### src/rtl/datamem_arb_pkg.sv
// Shared types and constants for the data-memory arbiter.
// Grant statistics are compiled in when DATAMEM_ARB_STATS_EN is defined.
package datamem_arb_pkg;

    localparam int WORD_WIDTH_DEF = 32;
    localparam int MEM_DEPTH_DEF  = 1024;
    localparam int CNT_WIDTH_DEF  = 16;

    localparam logic REQ_CPU = 1'b0;
    localparam logic REQ_DMA = 1'b1;

    typedef enum logic [1:0] {
        IDLE = 2'b00,
        BUSY = 2'b01,
        DONE = 2'b10
    } arb_state_e;

endpackage : datamem_arb_pkg

### src/rtl/datamem_arbiter_rr2.sv
// Two-way round-robin grant: a lone requester wins, a tie goes to the
// requester that was not granted last.
module arb_rr2
    import datamem_arb_pkg::*;
(
    input  logic [1:0] req_i,
    input  logic       last_grant_i,
    output logic [1:0] gnt_o
);

    // One-hot grant selection; bit 0 is the CPU, bit 1 the DMA master.
    always_comb begin
        gnt_o = 2'b00;
        case (req_i)
            2'b01:   gnt_o = 2'b01;
            2'b10:   gnt_o = 2'b10;
            2'b11: begin
                if (last_grant_i == REQ_CPU) begin
                    gnt_o = 2'b10;
                end else begin
                    gnt_o = 2'b01;
                end
            end
            default: gnt_o = 2'b00;
        endcase
    end

endmodule : arb_rr2

### src/rtl/datamem_arbiter.sv
// CPU/DMA arbiter and sequencer for the big-endian data memory; one word per grant.
// Optional grant counters are enabled by defining DATAMEM_ARB_STATS_EN.
module datamem_arbiter
    import datamem_arb_pkg::*;
#(
    parameter int WORD_WIDTH = WORD_WIDTH_DEF,
    parameter int MEM_DEPTH  = MEM_DEPTH_DEF,
    parameter int CNT_WIDTH  = CNT_WIDTH_DEF
) (
    input  logic                  clk,
    input  logic                  nrst,
    input  logic                  cpu_req,
    input  logic                  cpu_we,
    input  logic [WORD_WIDTH-1:0] cpu_addr,
    input  logic [WORD_WIDTH-1:0] cpu_wdata,
    output logic                  cpu_ack,
    output logic                  cpu_err,
    output logic [WORD_WIDTH-1:0] cpu_rdata,
    input  logic                  dma_req,
    input  logic                  dma_we,
    input  logic [WORD_WIDTH-1:0] dma_addr,
    input  logic [WORD_WIDTH-1:0] dma_wdata,
    output logic                  dma_ack,
    output logic                  dma_err,
    output logic [WORD_WIDTH-1:0] dma_rdata,
    output logic [WORD_WIDTH-1:0] mem_addr,
    output logic                  mem_wr,
    output logic [WORD_WIDTH-1:0] mem_wdata,
    input  logic [WORD_WIDTH-1:0] mem_rdata,
    output logic [CNT_WIDTH-1:0]  cpu_grants,
    output logic [CNT_WIDTH-1:0]  dma_grants
);

    localparam logic [WORD_WIDTH-1:0] MAX_ADDR = WORD_WIDTH'(MEM_DEPTH - 4);

    arb_state_e            state_q, state_d;
    logic                  owner_q, owner_d;
    logic                  last_grant_q, last_grant_d;
    logic [WORD_WIDTH-1:0] addr_q, addr_d;
    logic [WORD_WIDTH-1:0] wdata_q, wdata_d;
    logic                  we_q, we_d;
    logic                  err_q, err_d;
    logic                  cpu_ack_q, cpu_ack_d;
    logic                  cpu_err_q, cpu_err_d;
    logic [WORD_WIDTH-1:0] cpu_rdata_q, cpu_rdata_d;
    logic                  dma_ack_q, dma_ack_d;
    logic                  dma_err_q, dma_err_d;
    logic [WORD_WIDTH-1:0] dma_rdata_q, dma_rdata_d;

    logic [1:0]            req_s;
    logic [1:0]            gnt_s;
    logic                  grant_s;
    logic                  grant_owner_s;
    logic [WORD_WIDTH-1:0] req_addr_s;
    logic [WORD_WIDTH-1:0] req_wdata_s;
    logic                  req_we_s;
    logic                  req_err_s;

    // Value captured into the owner's rdata at the end of the memory cycle:
    // zero on a rejected access, memory data on a read, unchanged on a write.
    function automatic logic [WORD_WIDTH-1:0] next_rdata(
        input logic                  err,
        input logic                  we,
        input logic [WORD_WIDTH-1:0] mem_data,
        input logic [WORD_WIDTH-1:0] old_data
    );
        logic [WORD_WIDTH-1:0] res;
        if (err) begin
            res = {WORD_WIDTH{1'b0}};
        end else if (!we) begin
            res = mem_data;
        end else begin
            res = old_data;
        end
        return res;
    endfunction

    assign req_s = {dma_req, cpu_req};

    arb_rr2 u_arb (
        .req_i        (req_s),
        .last_grant_i (last_grant_q),
        .gnt_o        (gnt_s)
    );

    // Mux the winning requester's fields and pre-check them; the compare is
    // unsigned over the full width so addresses near the top never wrap to legal.
    always_comb begin
        grant_s       = gnt_s[0] | gnt_s[1];
        grant_owner_s = REQ_CPU;
        req_addr_s    = cpu_addr;
        req_wdata_s   = cpu_wdata;
        req_we_s      = cpu_we;
        if (gnt_s[1]) begin
            grant_owner_s = REQ_DMA;
            req_addr_s    = dma_addr;
            req_wdata_s   = dma_wdata;
            req_we_s      = dma_we;
        end else begin
            grant_owner_s = REQ_CPU;
        end
        req_err_s = (req_addr_s[1:0] != 2'b00) | (req_addr_s > MAX_ADDR);
    end

    // Sequencer next-state: IDLE grants, BUSY drives memory, DONE shows the ack.
    always_comb begin
        state_d      = state_q;
        owner_d      = owner_q;
        last_grant_d = last_grant_q;
        addr_d       = addr_q;
        wdata_d      = wdata_q;
        we_d         = we_q;
        err_d        = err_q;
        cpu_ack_d    = 1'b0;
        cpu_err_d    = 1'b0;
        cpu_rdata_d  = cpu_rdata_q;
        dma_ack_d    = 1'b0;
        dma_err_d    = 1'b0;
        dma_rdata_d  = dma_rdata_q;
        case (state_q)
            IDLE: begin
                if (grant_s) begin
                    owner_d      = grant_owner_s;
                    last_grant_d = grant_owner_s;
                    addr_d       = req_addr_s;
                    wdata_d      = req_wdata_s;
                    we_d         = req_we_s;
                    err_d        = req_err_s;
                    state_d      = BUSY;
                end else begin
                    state_d = IDLE;
                end
            end
            BUSY: begin
                state_d = DONE;
                if (owner_q == REQ_CPU) begin
                    cpu_ack_d   = 1'b1;
                    cpu_err_d   = err_q;
                    cpu_rdata_d = next_rdata(err_q, we_q, mem_rdata, cpu_rdata_q);
                end else begin
                    dma_ack_d   = 1'b1;
                    dma_err_d   = err_q;
                    dma_rdata_d = next_rdata(err_q, we_q, mem_rdata, dma_rdata_q);
                end
            end
            DONE: begin
                state_d = IDLE;
            end
            default: begin
                state_d = IDLE;
            end
        endcase
    end

    // Sequencer and response registers.
    always_ff @(posedge clk or negedge nrst) begin
        if (!nrst) begin
            state_q      <= IDLE;
            owner_q      <= REQ_CPU;
            last_grant_q <= REQ_DMA;
            addr_q       <= {WORD_WIDTH{1'b0}};
            wdata_q      <= {WORD_WIDTH{1'b0}};
            we_q         <= 1'b0;
            err_q        <= 1'b0;
            cpu_ack_q    <= 1'b0;
            cpu_err_q    <= 1'b0;
            cpu_rdata_q  <= {WORD_WIDTH{1'b0}};
            dma_ack_q    <= 1'b0;
            dma_err_q    <= 1'b0;
            dma_rdata_q  <= {WORD_WIDTH{1'b0}};
        end else begin
            state_q      <= state_d;
            owner_q      <= owner_d;
            last_grant_q <= last_grant_d;
            addr_q       <= addr_d;
            wdata_q      <= wdata_d;
            we_q         <= we_d;
            err_q        <= err_d;
            cpu_ack_q    <= cpu_ack_d;
            cpu_err_q    <= cpu_err_d;
            cpu_rdata_q  <= cpu_rdata_d;
            dma_ack_q    <= dma_ack_d;
            dma_err_q    <= dma_err_d;
            dma_rdata_q  <= dma_rdata_d;
        end
    end

    // addr_q/wdata_q only change on a grant, so they hold between accesses.
    assign mem_addr  = addr_q;
    assign mem_wdata = wdata_q;
    assign mem_wr    = (state_q == BUSY) & we_q & ~err_q;

    assign cpu_ack   = cpu_ack_q;
    assign cpu_err   = cpu_err_q;
    assign cpu_rdata = cpu_rdata_q;
    assign dma_ack   = dma_ack_q;
    assign dma_err   = dma_err_q;
    assign dma_rdata = dma_rdata_q;

`ifdef DATAMEM_ARB_STATS_EN
    logic [CNT_WIDTH-1:0] cpu_cnt_q, cpu_cnt_d;
    logic [CNT_WIDTH-1:0] dma_cnt_q, dma_cnt_d;

    // Saturating per-requester grant counts, error grants included.
    always_comb begin
        cpu_cnt_d = cpu_cnt_q;
        dma_cnt_d = dma_cnt_q;
        if ((state_q == IDLE) && gnt_s[0] && (cpu_cnt_q != {CNT_WIDTH{1'b1}})) begin
            cpu_cnt_d = cpu_cnt_q + {{(CNT_WIDTH-1){1'b0}}, 1'b1};
        end else begin
            cpu_cnt_d = cpu_cnt_q;
        end
        if ((state_q == IDLE) && gnt_s[1] && (dma_cnt_q != {CNT_WIDTH{1'b1}})) begin
            dma_cnt_d = dma_cnt_q + {{(CNT_WIDTH-1){1'b0}}, 1'b1};
        end else begin
            dma_cnt_d = dma_cnt_q;
        end
    end

    // Grant counter registers.
    always_ff @(posedge clk or negedge nrst) begin
        if (!nrst) begin
            cpu_cnt_q <= {CNT_WIDTH{1'b0}};
            dma_cnt_q <= {CNT_WIDTH{1'b0}};
        end else begin
            cpu_cnt_q <= cpu_cnt_d;
            dma_cnt_q <= dma_cnt_d;
        end
    end

    assign cpu_grants = cpu_cnt_q;
    assign dma_grants = dma_cnt_q;
`else
    assign cpu_grants = {CNT_WIDTH{1'b0}};
    assign dma_grants = {CNT_WIDTH{1'b0}};
`endif

endmodule : datamem_arbiter

### config.mk
export PLATFORM = sky130hd
export DESIGN_NAME = datamem_arbiter
export DESIGN_NICKNAME = d
export VERILOG_FILES = /design/src/rtl/datamem_arb_pkg.sv /design/src/rtl/datamem_arbiter_rr2.sv /design/src/rtl/datamem_arbiter.sv
export SDC_FILE = /design/constraint.sdc
export NUM_CORES = 1
export LEC_CHECK = 0
export CORE_UTILIZATION = 36
export CTS_CLUSTER_SIZE = 8
export DETAILED_ROUTE_END_ITERATION = 6
export GPL_TIMING_DRIVEN = 0
export PLACE_DENSITY = 0.8
export RECOVER_POWER = 25
export SLEW_MARGIN = 10
export SYNTH_ARGS = -nofsm -noshare
export SYNTH_HDL_FRONTEND = slang
export SYNTH_HIERARCHICAL = 1
export SYNTH_SLANG_ARGS = --single-unit
### constraint.sdc
create_clock -name clk -period 1.6 [get_ports clk]
set_clock_uncertainty 0.05 [all_clocks]
set_input_delay 0.24 -clock clk [delete_from_list [all_inputs] [get_ports clk]]
set_output_delay 0.24 -clock clk [all_outputs]
set_load 0.01 [all_outputs]
==> metrics.csv, run 1 <==
stage;metric;value;unit
synth;yosys_cells;549;
power_and_ir_drop;p_sw_frac;0.355;
worst_setup_path;critPathArrivalTime;1.96;ns
worst_setup_path;crit_path_cell_trace;or2b_4, buf_6, nand3_4, buf_12, buf_8, mux2_4;
die;rows;48;
power_and_ir_drop;p_seq_frac;0.286;
worst_setup_path;rr_startpoint;we_q;
die;pin_count;331;
place;gp_congestion;0.789;
final_layout;seq_area_frac;0.293;
global_route;antenna_found_initial;0;
die;dieWidth;134;µm
synth;synth_flops;138;
die;fp_util;0.367;
worst_setup_path;worstSetupPathType;reg2reg;
synth;synthTopCellsByCount;dfrtp_1, mux2i_1, nor2_1, a21oi_1, mux2_2;
final_layout;flops;138;
drt;via_per_inst;4.74;
clock_network;postCtsSetupRepairBufs;17;
synth;synth-async-reset-ratio;1.00;
sta;worst_slack;-0.116;ns
synth;fa_ha_area_frac;0;
worst_setup_path;crit_fanout;5;
final_layout;regArea;0.00346;mm²
synth;synthesis.area;0.00632;mm²
job;drv_cap;0;
synth;top_area_frac;0.542;
global_route;grt_first_pass_wirelength;32300;µm
min_path;hold_path_class;in2reg;
sta;rsz0062_at_grt;yes;
synth;top_area_cell;dfrtp_1;
status;violations;setup timing;
final_layout;comb_cells;367;
clock_network;clock-root-buffer;clkbuf_16;
die;core_area;0.0172;mm²
final_layout;nonClkBufAreaFrac;0.354;
power_and_ir_drop;power_frac_comb;0.486;
power_and_ir_drop;intPower;11.7;mW
synth;top_cell;dfrtp_1;
clock_network;clockBufferDepth;2;
worst_setup_path;critical_path.top_delay_family;simple AND/OR/NAND/NOR gates;
sta;slew_headroom;0.439;
global_route;gr-usage-all-layers;0.237;
drt;firstDrtPassIters;4;
synth;ys_seq_frac;0.547;
worst_setup_path;startpoint;we_q;
die;die_y;134;µm
min_path;holdPathEnd;cpu_rdata[23];
clock_network;htreeDepth;4;
power_and_ir_drop;p_per_area;1540;mW/mm²
synth;mux_area_frac;0.203;
final_layout;dominant_cells;non-clock buffers;
global_route;overflow;0;
drt;drtIter0Drc;166;
global_route;grt_pass1_vias;5756;
synth;netlist_logic_family_top;multiplexers;
worst_setup_path;cp_num_cells;6;
final_layout;clk_share;0.0521;
power_and_ir_drop;max-vdd-ir-drop;0.000793;V
drt;ant_nets;0;
place;dp_cells;1104;
power_and_ir_drop;p_seq;5.18;mW
sta;period_needed;1.72;ns
power_and_ir_drop;pg_comb;8.80;mW
final_layout;n_antenna_cell;0;
drt;drc;0;
drt;wire_per_inst;18.3;µm
worst_setup_path;reg2reg_slack;-0.12;ns
synth;synthSimpleGateAreaFrac;0.107;
worst_setup_path;crit_buf_inv;3;
final_layout;nNonClkInverters;10;
status;status;complete, but fails checks;
synth;yosysWarnings;6;
worst_setup_path;endpoint;dma_rdata[14];
clock_network;clk_pin_slew;0.06;ns
sta;finalSetupViolCount;87;
worst_setup_path;required;1.84;ns
job;warning_count;28;
synth;top_cells_by_area;dfrtp_1, mux2i_1, mux2_2;
place;dpl.hpwl;14400;µm
synth;xor_share;0;
final_layout;drive_gt1_frac;0.316;
power_and_ir_drop;switching_power;6.42;mW
power_and_ir_drop;top_power_group;combinational cells;
synth;yosysChipArea;0.00632;mm²
worst_setup_path;crit_path_start_kind;flip-flop;
place;post-place-ws;-0.667;ns
sta;fin_crit_sh;1.07;
sta;hold_violations;0;
sta;slew_violations;0;
synth;ys_types;37;
clock_network;cts_tree;done;
place;port_buffers;298;
sta;tightest_slew;0.841;ns
die;taps;225;
final_layout;final_cell_mix;clkdlybuf4s50_1, dfrtp_1, dlygate4sd2_1, mux2i_1, a21oi_2;
final_layout;combGateArea;0.00323;mm²
worst_setup_path;rr_endpoint;dma_rdata[14];
global_route;grt_max_degree;83;
synth;synth-edff-count;0;
synth;syn_avg_cell_area;11.5;µm²
synth;ff_type;dfrtp_1;
power_and_ir_drop;p_leak;5.57;nW
min_path;min-delay-start;mem_rdata[23];
==> run 1: through the flow <==
step / utilization / power [mW] / setup TNS [ns] / instance area (µm²) / hold WS [ns]
after global routing: 0.684 / 19.0 / -10.69 / 11800 / 0.367
after detailed placement: 0.565 / 11.1 / -42.66 / 9740 / 0.193
after floorplan: - / 7.93 / 0 / 6450 / -0.106
after global placement: 0.563 / 11.0 / -766.71 / 9710 / 0.413
final: 0.684 / 18.1 / -3.52 / 11800 / 0.367
after CTS: 0.651 / 16.8 / -7.21 / 11200 / 0.319
==> run 1: layer usage <==
layer  track usage  share of wire  vias to the layer above
met5             0              0                        -
li1              -              -                     2601
met4        0.0730          0.017                        0
met3        0.0582          0.067                       25
met2         0.434           0.55                      215
met1         0.269           0.37                     2729
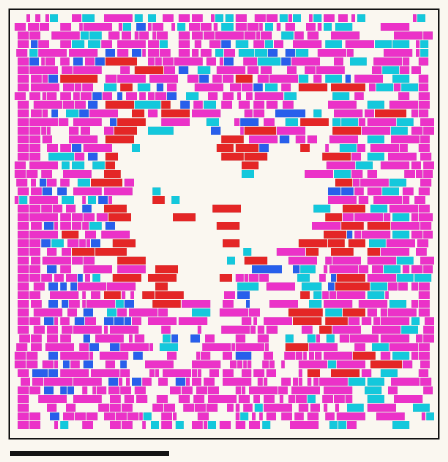
(run_1/drive_strength.png)
Scale bar: 50 µm.
Key: cyan = drive 3 to 4 [cells 138]; magenta = drive 1 or less [cells 649]; blue = drive 2 [cells 85]; red = drive 6 and up [cells 77]
buffers outside the clock class: 402
Design Area, Final: 0.0118 mm²
synthesis-to-finish area growth: 86.5%
final worst slack: -0.116 ns

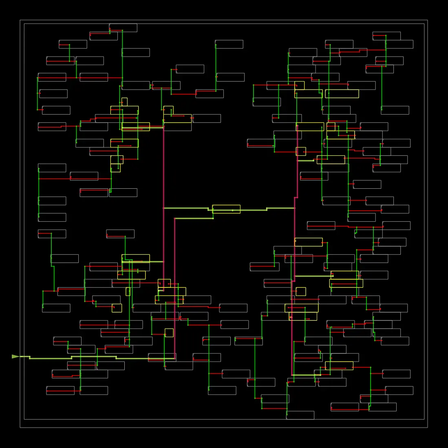
(run_1/final_clocks.png)
Clock net power: 4.12 mW
Num Clock Sinks: 138
Clk Latency, worst-skew pair: 0.41 ns

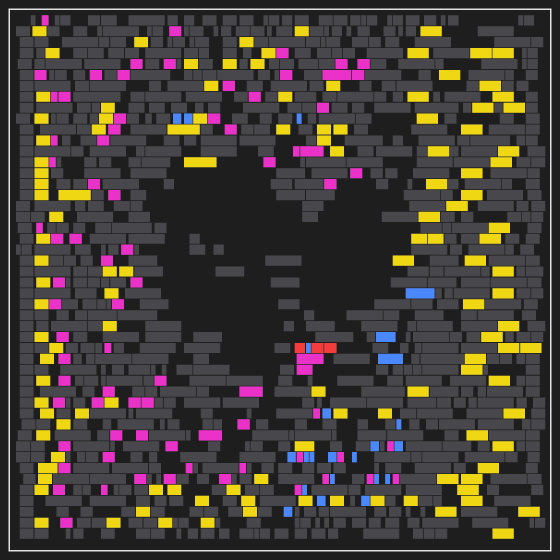
(run_1/gate_families.png)
Key: red = AND-OR and OR-AND gates [cells 3, most used a22o_1]; magenta = inverting AOI/OAI gates [cells 78, most used a21oi_2]; yellow = multiplexers [cells 122, most used mux2i_1, where all over the die]; blue = NAND gates [cells 23, most used nand2_1]
Finished Layout Cells: 1174
Comb/total area: 0.274
Commonest Layout Cell: clkdlybuf4s50_1

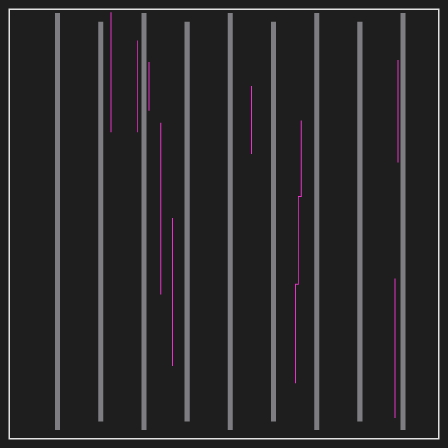
(run_1/met4.png)
Supply wires on this layer in grey.
The wires run mostly vertical. The layer carries 362 µm of wire. 8 nets have wire on it.
vias: 5570
Routed WL: 21500 µm

==> run_1/clock_map.png <==
Scale bar: 50 µm.
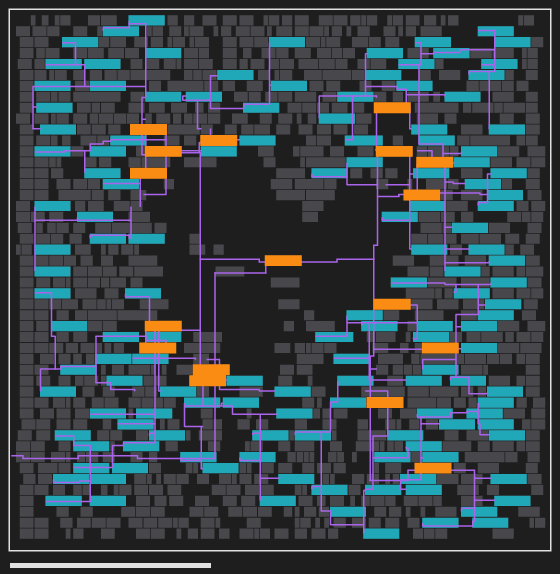

==> inputs of run 2 (changes only) <==
--- a/config.mk
+++ b/config.mk
@@ -5,11 +5,13 @@
 export SDC_FILE = /design/constraint.sdc
 export NUM_CORES = 1
 export LEC_CHECK = 0
-export CORE_UTILIZATION = 36
+export ABC_AREA = 1
+export ABC_CLOCK_PERIOD_IN_PS = 1600
+export CORE_UTILIZATION = 37
 export CTS_CLUSTER_SIZE = 8
 export DETAILED_ROUTE_END_ITERATION = 6
 export GPL_TIMING_DRIVEN = 0
-export PLACE_DENSITY = 0.8
+export PLACE_DENSITY = 0.81
 export RECOVER_POWER = 25
 export SLEW_MARGIN = 10
 export SYNTH_ARGS = -nofsm -noshare
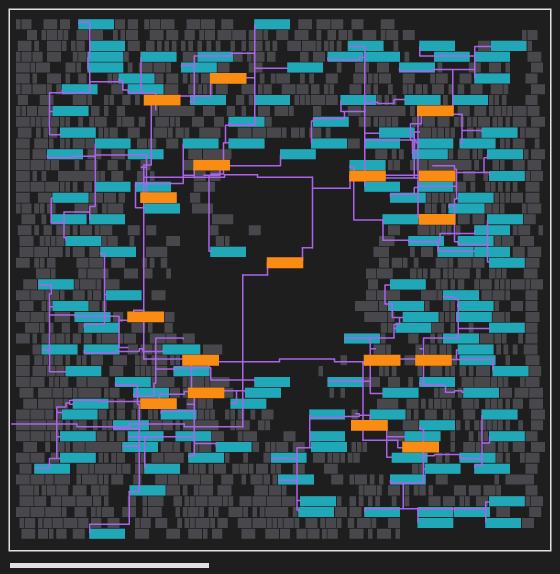
(run_2/clock_map.png)
Scale bar: 50 µm.
Key: cyan = flip-flops [count 138]; orange = cells driving clock nets [count 17]; purple = clock wires [length 1890 µm]
Position of the flops: all over the die.
Clock power frac: 0.249
Clk Latency, worst-skew pair: 0.42 ns
Clock net power: 3.89 mW

==> run 2 against run 1 <==
The flow still finishes with violations (setup timing). Setup slack got worse by 0.075 ns. Worst hold slack worse by 0.039 ns. Combinational power shrank 25%. Sequential cell count is the same. Die area grew 1.5%. Sequential power is essentially flat. Maximum frequency fell by 4.2%. Synthesized area rose by 4.3%. Clock power fell by 5.6%. Synthesized cell count rose by 48%. Global-route usage rose by 0.068 points. Critical path type unchanged. Largest cell class unchanged. Register-to-register slack got worse by 0.07 ns.
==> metrics.csv, run 2 <==
stage;metric;value;unit
drt;via_per_inst;4.68;
sta;max_freq;558;MHz
status;violations;setup timing;
worst_setup_path;endpoint;err_q;
final_layout;layout_top_cell;nand2_1;
synth;synth-edff-count;0;
sta;hold_violations;0;
synth;synthSimpleGateAreaFrac;0.203;
synth;top_area_frac;0.520;
place;dp_cells;1369;
final_layout;fin_util;0.640;
synth;xor_share;0;
clock_network;postCtsSetupRepairBufs;13;
die;dieWidth;135;µm
global_route;antenna_found_initial;0;
drt;firstDrtPassIters;5;
global_route;grt_pass1_vias;6564;
synth;synth_flops;138;
power_and_ir_drop;max-vdd-ir-drop;0.000773;V
worst_setup_path;r2r_cells;11;
sta;tightest_slew;0.775;ns
synth;top_cells_by_area;dfrtp_1, nand2_1, inv_1;
worst_setup_path;crit_fanout;8;
power_and_ir_drop;power_frac_comb;0.421;
global_route;grtUsageMet1;0.263;
worst_setup_path;slowest_stage;dfstp_2;
die;die_area;0.0184;mm²
final_layout;stdcell_count;1427;
sta;fin_crit_sh;1.12;
clock_network;cts_buffers;17;
synth;mux_area_frac;0;
final_layout;areaGrowthSynthToFinish;68.4;%
clock_network;cts_tree;done;
clock_network;clk_pin_slew;0.06;ns
clock_network;post_cts_resized;207;
global_route;overflow;0;
sta;finalSetupViolCount;70;
worst_setup_path;critPathArrivalTime;2.05;ns
final_layout;final_cell_mix;nand2_1, clkdlybuf4s50_1, dfrtp_1, dlygate4sd2_1, inv_1;
drt;drtIter0Drc;247;
final_layout;drive_gt1_frac;0.180;
sta;hold_slack;0.327;ns
power_and_ir_drop;switching_power;5.75;mW
power_and_ir_drop;power;15.6;mW
worst_setup_path;rr_startpoint;last_grant_q;
worst_setup_path;worstSetupPathType;reg2reg;
global_route;grt_max_degree;86;
synth;ys_types;23;
min_path;whs_path_depth;3;
synth;postSynthCellCount;814;
synth;fa_ha_area_frac;0;
sta;rsz0062_at_grt;yes;
job;warning_count;29;
drt;ant_nets;0;
worst_setup_path;crit_path_cell_trace;a21oi_2, buf_6, clkbuf_16, nand2_2, nand2_2, nor2_2, nand2_1, nor2_1, nand2_1, nor2_2, nor2_1;
die;core_area;0.0174;mm²
synth;synthAoiAreaFrac;0.131;
synth;top_cell;nand2_1;
job;drv_cap;0;
worst_setup_path;cp_num_cells;11;
worst_setup_path;reg2reg_slack;-0.19;ns
min_path;hold_path_class;in2reg;
clock_network;clockBufferDepth;2;
synth;yosys_cells;814;
worst_setup_path;end_kind;flip-flop;
worst_setup_path;max_stage_delay;0.55;ns
clock_network;cts_hold_buf;1;
power_and_ir_drop;p_seq_frac;0.330;
drt;drc;0;
clock_network;clock-root-buffer;clkbuf_16;
power_and_ir_drop;p_sw_frac;0.368;
place;port_buffers;298;
synth;syn_avg_cell_area;8.10;µm²
drt;wl_met2;11400;µm
final_layout;n_antenna_cell;0;
worst_setup_path;critical_path.top_delay_family;simple AND/OR/NAND/NOR gates;
final_layout;stdcell_area;0.0111;mm²
status;status;complete, but fails checks;
global_route;met3_usage;0.0681;
min_path;holdPathEnd;mem_addr[8];
synth;ff_type;dfrtp_1;
synth;synthTopCellsByCount;nand2_1, dfrtp_1, inv_1, nor2_1, a31oi_1;
global_route;grt_first_pass_wirelength;33200;µm
die;rows;48;
die;die_y;135;µm
clock_network;clkSinkCount;138;
place;dpl.hpwl;16200;µm
place;gp_congestion;0.879;
sta;slew_violations;0;
synth;synth-async-reset-ratio;1.00;
worst_setup_path;crit_buf_inv;2;
power_and_ir_drop;p_leak;5.49;nW
drt;drt-met1-wl;8340;µm
synth;netlist_logic_family_top;simple AND/OR/NAND/NOR gates;
global_route;gr-usage-all-layers;0.237;
synth;yosysWarnings;6;
sta;period_needed;1.79;ns
sta;final.setup.tns;-6.54;ns
sta;slew_headroom;0.483;
final_layout;final_nets;1355;
die;pin_count;331;
min_path;min-delay-start;cpu_addr[8];
worst_setup_path;crit_path_start_kind;flip-flop;
worst_setup_path;required;1.86;ns
synth;yosysChipArea;0.00659;mm²
synth;synthesis.area;0.00659;mm²
die;fp_util;0.380;
place;post-place-ws;-0.884;ns
synth;top_area_cell;dfrtp_1;
worst_setup_path;startpoint;last_grant_q;
global_route;busiest_layer;met2;
drt;top_layer;met4;
global_route;grtUsageMet2;0.420;
place;postPlaceCellArea;0.0100;mm²
drt;wire_per_inst;15.6;µm
clock_network;htreeDepth;4;
power_and_ir_drop;intPower;9.89;mW
synth;ys_seq_frac;0.524;
drt;wl_met3;1750;µm
sta;worst_slack;-0.191;ns
worst_setup_path;rr_endpoint;err_q;
power_and_ir_drop;p_per_area;1410;mW/mm²
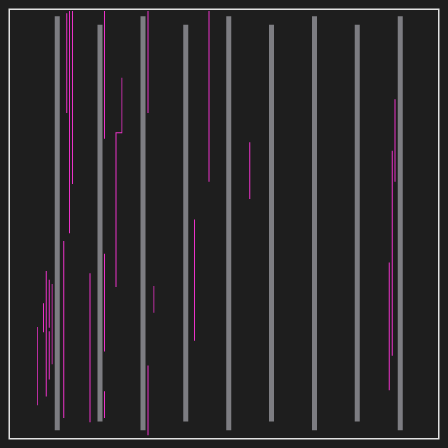
(run_2/met4.png)
Supply wires on this layer in grey.
The layer holds 3.7% of the routed length. The longest straight run is 70.0 µm.
Routed WL: 22300 µm
vias: 6674

[run 2: kinds of logic after synthesis]
kind of cell,Yosys count
AOI/OAI and AO/OA,138
buffers and inverters,195
DFF,138
other,1
and+or+nand+nor,342
[run 2: power by group through the flow]
stage / logic [mW] / clock network (mW) / registers (mW)
2_1_floorplan: 2.42 / 0 / 5.63
3_3_place_gp: 6.24 / 0 / 5.18
3_5_place_dp: 6.36 / 0 / 5.24
4_1_cts: 6.11 / 3.94 / 5.15
5_1_grt: 7.10 / 4.12 / 5.27
6_report: 6.59 / 3.89 / 5.16
[run 2: final cells by class]
cell class / count / area, µm²
tap: 225 / 282
inverter: 119 / 459
fill: 1465 / 6250
clock inverter: 14 / 145
multi-input combinational: 512 / 2500
sequential: 138 / 3450
timing repair buffer: 326 / 3130
clock buffer: 18 / 429
buffer: 75 / 704
==> run_2/final_clocks.png <==
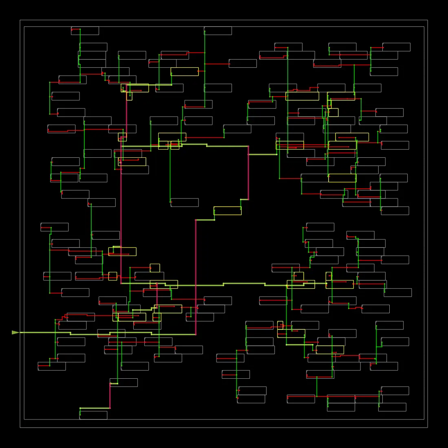

==> inputs of run 3 (changes only) <==
--- a/config.mk
+++ b/config.mk
@@ -7,6 +7,7 @@
 export LEC_CHECK = 0
 export ABC_AREA = 1
 export ABC_CLOCK_PERIOD_IN_PS = 1600
+export CORE_ASPECT_RATIO = 1.75
 export CORE_UTILIZATION = 37
 export CTS_CLUSTER_SIZE = 8
 export DETAILED_ROUTE_END_ITERATION = 6
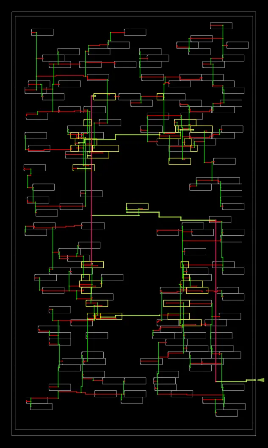
(run_3/final_clocks.png)
CTS Buf Count: 17
clock buffer count: 18
flop count: 138
Clk Latency, worst-skew pair: 0.41 ns

==> run 3 against run 2 <==
The flow still finishes with violations (setup timing). Global-route usage is 1.3 points higher. Sequential power is 3% higher. Clock power up 3%. Cell area rose by 7.0%. Largest cell class unchanged.
==> metrics.csv, run 3 <==
stage;metric;value;unit
global_route;grt_first_pass_wirelength;34300;µm
worst_setup_path;required;1.86;ns
power_and_ir_drop;p_per_area;1490;mW/mm²
sta;hold_violations;0;
worst_setup_path;crit_buf_inv;3;
status;violations;setup timing;
place;dpl.hpwl;16800;µm
clock_network;htreeDepth;4;
worst_setup_path;reg2reg_slack;-0.22;ns
clock_network;clock-root-buffer;clkbuf_16;
synth;postSynthCellCount;814;
power_and_ir_drop;max-vdd-ir-drop;0.000936;V
synth;top_cells_by_area;dfrtp_1, nand2_1, inv_1;
power_and_ir_drop;power_frac_comb;0.477;
die;die_area;0.0184;mm²
sta;worst_slack;-0.217;ns
worst_setup_path;r2r_cells;11;
die;rows;64;
synth;yosys_cells;814;
power_and_ir_drop;p_leak;5.63;nW
synth;yosysChipArea;0.00659;mm²
synth;synth_flops;138;
die;pin_count;331;
place;port_buffers;298;
sta;slew_violations;0;
sta;finalSetupViolCount;69;
power_and_ir_drop;p_seq;5.29;mW
final_layout;nFillCells;1355;
drt;drtIter0Drc;183;
synth;synthesis.area;0.00659;mm²
worst_setup_path;critPathArrivalTime;2.07;ns
sta;final.setup.tns;-6.13;ns
sta;period_needed;1.82;ns
worst_setup_path;worstSetupPathType;reg2reg;
final_layout;layout_top_cell;nand2_1;
synth;yosysWarnings;6;
synth;top_area_frac;0.520;
drt;num_vias;6864;
power_and_ir_drop;switching_power;6.73;mW
synth;ff_type;dfrtp_1;
global_route;gr-usage-all-layers;0.250;
worst_setup_path;slowest_stage;dfstp_2;
final_layout;final_cell_mix;nand2_1, clkdlybuf4s50_1, dfrtp_1, inv_1, dlygate4sd2_1;
clock_network;cts_tree;done;
job;drv_cap;0;
synth;ys_types;23;
synth;top_cell;nand2_1;
final_layout;comb_cells;512;
worst_setup_path;crit_fanout;7;
worst_setup_path;rr_startpoint;last_grant_q;
power_and_ir_drop;p_sw_frac;0.379;
synth;top_area_cell;dfrtp_1;
clock_network;clockBufferDepth;2;
drt;via_per_inst;4.77;
synth;ys_seq_frac;0.524;
power_and_ir_drop;power;17.8;mW
worst_setup_path;critical_path.top_delay_family;simple AND/OR/NAND/NOR gates;
synth;synthTopCellsByCount;nand2_1, dfrtp_1, inv_1, nor2_1, a31oi_1;
sta;fin_crit_sh;1.14;
final_layout;stdcell_count;1439;
final_layout;comb_area_frac;0.250;
power_and_ir_drop;intPower;11.0;mW
sta;hold_slack;0.342;ns
power_and_ir_drop;pwr-share-clk;0.225;
final_layout;dominant_cells;non-clock buffers;
global_route;overflow;0;
status;status;complete, but fails checks;
power_and_ir_drop;pg_comb;8.47;mW
global_route;antenna_found_initial;0;
min_path;hold_path_class;in2reg;
sta;rsz0062_at_grt;yes;
die;taps;231;
synth;synth-edff-count;0;
die;core_area;0.0175;mm²
drt;wire_per_inst;17.0;µm
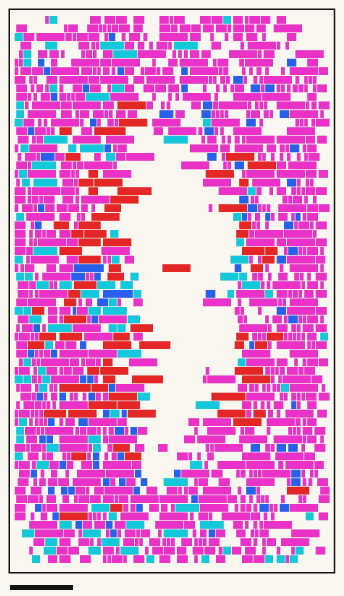
(run_3/drive_strength.png)
Scale bar: 20 µm.
Key: magenta = drive 1 or less [cells 929]; cyan = drive 3 to 4 [cells 106]; red = drive 6 and up [cells 76]; blue = drive 2 [cells 97]
Design Area, Final: 0.0119 mm²
synthesis-to-finish area growth: 80.2%
final worst slack: -0.217 ns
buffers outside the clock class: 407

run 3: layer usage:
layer	vias to the layer above	part of all wire	global-route usage
met5	-	0	0
met4	0	0.053	0.138
met3	88	0.064	0.0670
met2	338	0.55	0.479
met1	3219	0.33	0.230
li1	3219	-	-
run 3: how the worst max path moves through the flow:
stage	endpoint	slack [ns]
after floorplan	mem_addr[27]	-0.01
after global placement	mem_wdata[24]	-5.30
after detailed placement	err_q	-0.82
after CTS	err_q	-0.17
after global routing	err_q	-0.38
final	err_q	-0.22
run 3: kinds of logic (layout without fill, tap and decap cells):
kind of cell / after synthesis / in the layout / synth area share
AOI/OAI and AO/OA: 138 / 138 / 0.131
buffers and inverters: 195 / 558 / 0.142
DFF: 138 / 138 / 0.524
other: 1 / 32 / 0.000569
and+or+nand+nor: 342 / 342 / 0.203
Power is estimated from default activity; no workload was simulated.
